==> src/rtl/alu_cmd_sequencer.sv <==
// Byte-stream front end for the 8-bit ALU: opcode/A/B frame in, result/flags bytes out.
// Latency: B handshake to out_valid is SETTLE_CYCLES+1 cycles; input stalls (in_ready=0) from execute until the flags byte leaves.
module alu_cmd_sequencer #(
  parameter int unsigned SETTLE_CYCLES = 1
) (
  input  logic       clk,
  input  logic       rst,
  input  logic [7:0] in_data,
  input  logic       in_valid,
  output logic       in_ready,
  output logic [7:0] alu_a,
  output logic [7:0] alu_b,
  output logic [2:0] alu_sel,
  input  logic [7:0] alu_result,
  input  logic       alu_cout,
  output logic [7:0] out_data,
  output logic       out_valid,
  input  logic       out_ready,
  output logic       busy,
  output logic       err
);

  localparam logic [3:0] SETTLE_LD = 4'(SETTLE_CYCLES);

  typedef enum logic [2:0] {S_OP, S_A, S_B, S_EXEC, S_RES, S_FLG} state_t;

  state_t     state, state_nxt;
  logic [3:0] cnt;
  logic [7:0] res_q;
  logic       cout_q;
  logic       zero_q;
  logic       in_hs;
  logic       out_hs;
  logic       op_legal;
  logic       settle_done;

  assign in_hs       = in_valid && in_ready;
  assign out_hs      = out_valid && out_ready;
  assign op_legal    = (in_data[7:3] == 5'd0);
  assign settle_done = (cnt <= 4'd1);
  assign busy        = (state != S_OP);

  always_ff @(posedge clk or posedge rst) begin
    if (rst) state <= S_OP;
    else     state <= state_nxt;
  end

  always_comb begin
    state_nxt = state;
    in_ready  = 1'b0;
    out_valid = 1'b0;
    out_data  = 8'h00;
    case (state)
      S_OP: begin
        in_ready = 1'b1;
        if (in_hs && op_legal) state_nxt = S_A;
      end
      S_A: begin
        in_ready = 1'b1;
        if (in_hs) state_nxt = S_B;
      end
      S_B: begin
        in_ready = 1'b1;
        if (in_hs) state_nxt = S_EXEC;
      end
      S_EXEC: begin
        if (settle_done) state_nxt = S_RES;
      end
      S_RES: begin
        out_valid = 1'b1;
        out_data  = res_q;
        if (out_hs) state_nxt = S_FLG;
      end
      S_FLG: begin
        out_valid = 1'b1;
        out_data  = {6'b0, zero_q, cout_q};
        if (out_hs) state_nxt = S_OP;
      end
      default: state_nxt = S_OP;
    endcase
  end

  // Operand registers only move on an accepted byte, so they hold between frames.
  always_ff @(posedge clk or posedge rst) begin
    if (rst) begin
      alu_a   <= 8'h00;
      alu_b   <= 8'h00;
      alu_sel <= 3'd0;
      cnt     <= 4'd0;
      res_q   <= 8'h00;
      cout_q  <= 1'b0;
      zero_q  <= 1'b0;
      err     <= 1'b0;
    end else begin
      err <= 1'b0;
      case (state)
        S_OP: begin
          if (in_hs) begin
            if (op_legal) alu_sel <= in_data[2:0];
            else          err     <= 1'b1;
          end
        end
        S_A: begin
          if (in_hs) alu_a <= in_data;
        end
        S_B: begin
          if (in_hs) begin
            alu_b <= in_data;
            cnt   <= SETTLE_LD;
          end
        end
        S_EXEC: begin
          cnt <= cnt - 4'd1;
          if (settle_done) begin
            res_q  <= alu_result;
            cout_q <= alu_cout;
            zero_q <= (alu_result == 8'h00);
          end
        end
        default: ;
      endcase
    end
  end

endmodule

==> config.mk <==
export PLATFORM = sky130hd
export DESIGN_NAME = alu_cmd_sequencer
export DESIGN_NICKNAME = d
export VERILOG_FILES = /design/src/rtl/alu_cmd_sequencer.sv
export SDC_FILE = /design/constraint.sdc
export NUM_CORES = 1
export LEC_CHECK = 0
export CORE_MARGIN = 3
export CORE_UTILIZATION = 49
export CTS_CLUSTER_SIZE = 40
export DETAILED_ROUTE_END_ITERATION = 8
export GPL_ROUTABILITY_DRIVEN = 1
export HOLD_SLACK_MARGIN = 0.15
export PLACE_DENSITY = 0.8
export SLEW_MARGIN = 20
export SYNTH_ARGS = -nofsm -noshare
export SYNTH_HDL_FRONTEND = slang
export SYNTH_SLANG_ARGS = --single-unit
==> constraint.sdc <==
create_clock -name clk -period 3.9 [get_ports clk]
set_input_delay 0.585 -clock clk [delete_from_list [all_inputs] [get_ports clk]]
set_output_delay 0.585 -clock clk [all_outputs]
set_load 0.01 [all_outputs]
### Register map, names as in the netlist

Drawn at 8 px/um.
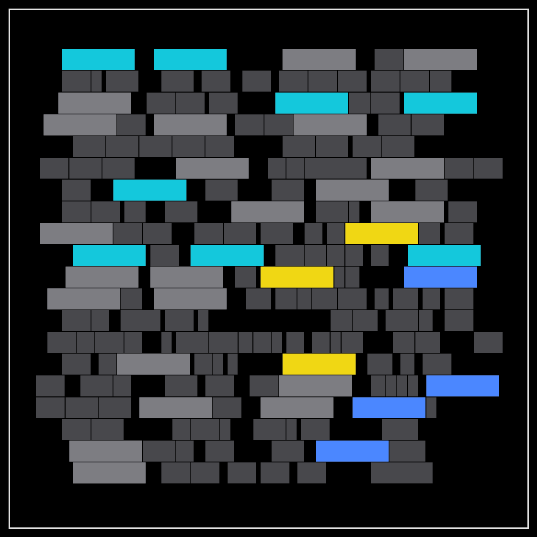
Key: state = yellow [placed flops 3]; cnt = blue [placed flops 4, where lower right]; alu_a = cyan [placed flops 8]
Another 22 sequential cells are not coloured.

==> flow_summary.yaml <==
# flow metrics
run_status:
  outcome: "complete, no violations"
clock_network:
  cts_resized: 0
  clock-sinks: 37
  cts_htree_levels: 2
critical_path:
  reg2reg_slack_ns: 1.80
  r2r-end: "res_q[4]$_DFFE_PP0P_"
  path_max_fanout: 11
  arrival_ns: 2.12
  crit_path_cell_trace: "nand2b_1 > nor2_1 > and2_1 > clkdlybuf4s50_1"
finish:
  top_regs: "alu_a (8), alu_b (8), res_q (8)"
  ff_latch_area_um2: 926
  comb_area_frac: 0.318
  finalNonFillerCells: 230
  final_layout_size_suffix_gt1_frac: 0.237
  num_antenna_cells: 0
  postLayoutCellArea_um2: 2310
floorplanning:
  dieHeight_um: 64.7
  rows: 20
  io_pins: 52
power:
  p_clk_frac: 0.121
  power.leakage_uw: 0.000967
  p_per_area_nw_per_um2: 723
logic_synthesis:
  aoi_share: 0.0401
  yosys_warnings: 0
  top_logic_kind: "multiplexers"
  synthesis.area_um2: 1690
  avgSynthCellArea_um2: 12.8
  synthXorXnorAreaFrac: 0.00519
place:
  preCtsSetupSlack_ns: 1.48
  dpl_cell_area_um2: 2240
grt:
  grt_pass1_wl_um: 6170
  overflow: 0
final_timing:
  fmax_mhz: 370
  tightest_slew_ns: 0.950
  fin_setup_tns_ns: 0
  relSlewSlack: 0.363
route:
  drtAntennaViolNets: 0
  vias: 1226
  met3_length_um: 177
min_path:
  min_path_type: "reg -> reg"
### Zoomed window

Region (39, 6) to (59, 26) um. Cells in grey, sequential cells in the stronger grey; small squares are vias.
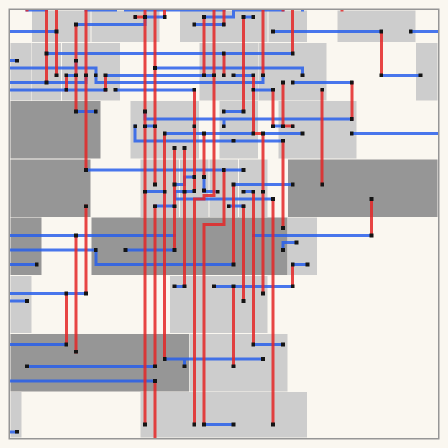
Key: met2 = red; met1 = blue
23 logic cells have their middle in the window. Netlist names of flops here include cnt (3). Most frequent: dfrtp_1 (3). Sequential cells in the window: 3.

Power figures rest on the tool's default switching activity, not on a simulated workload.
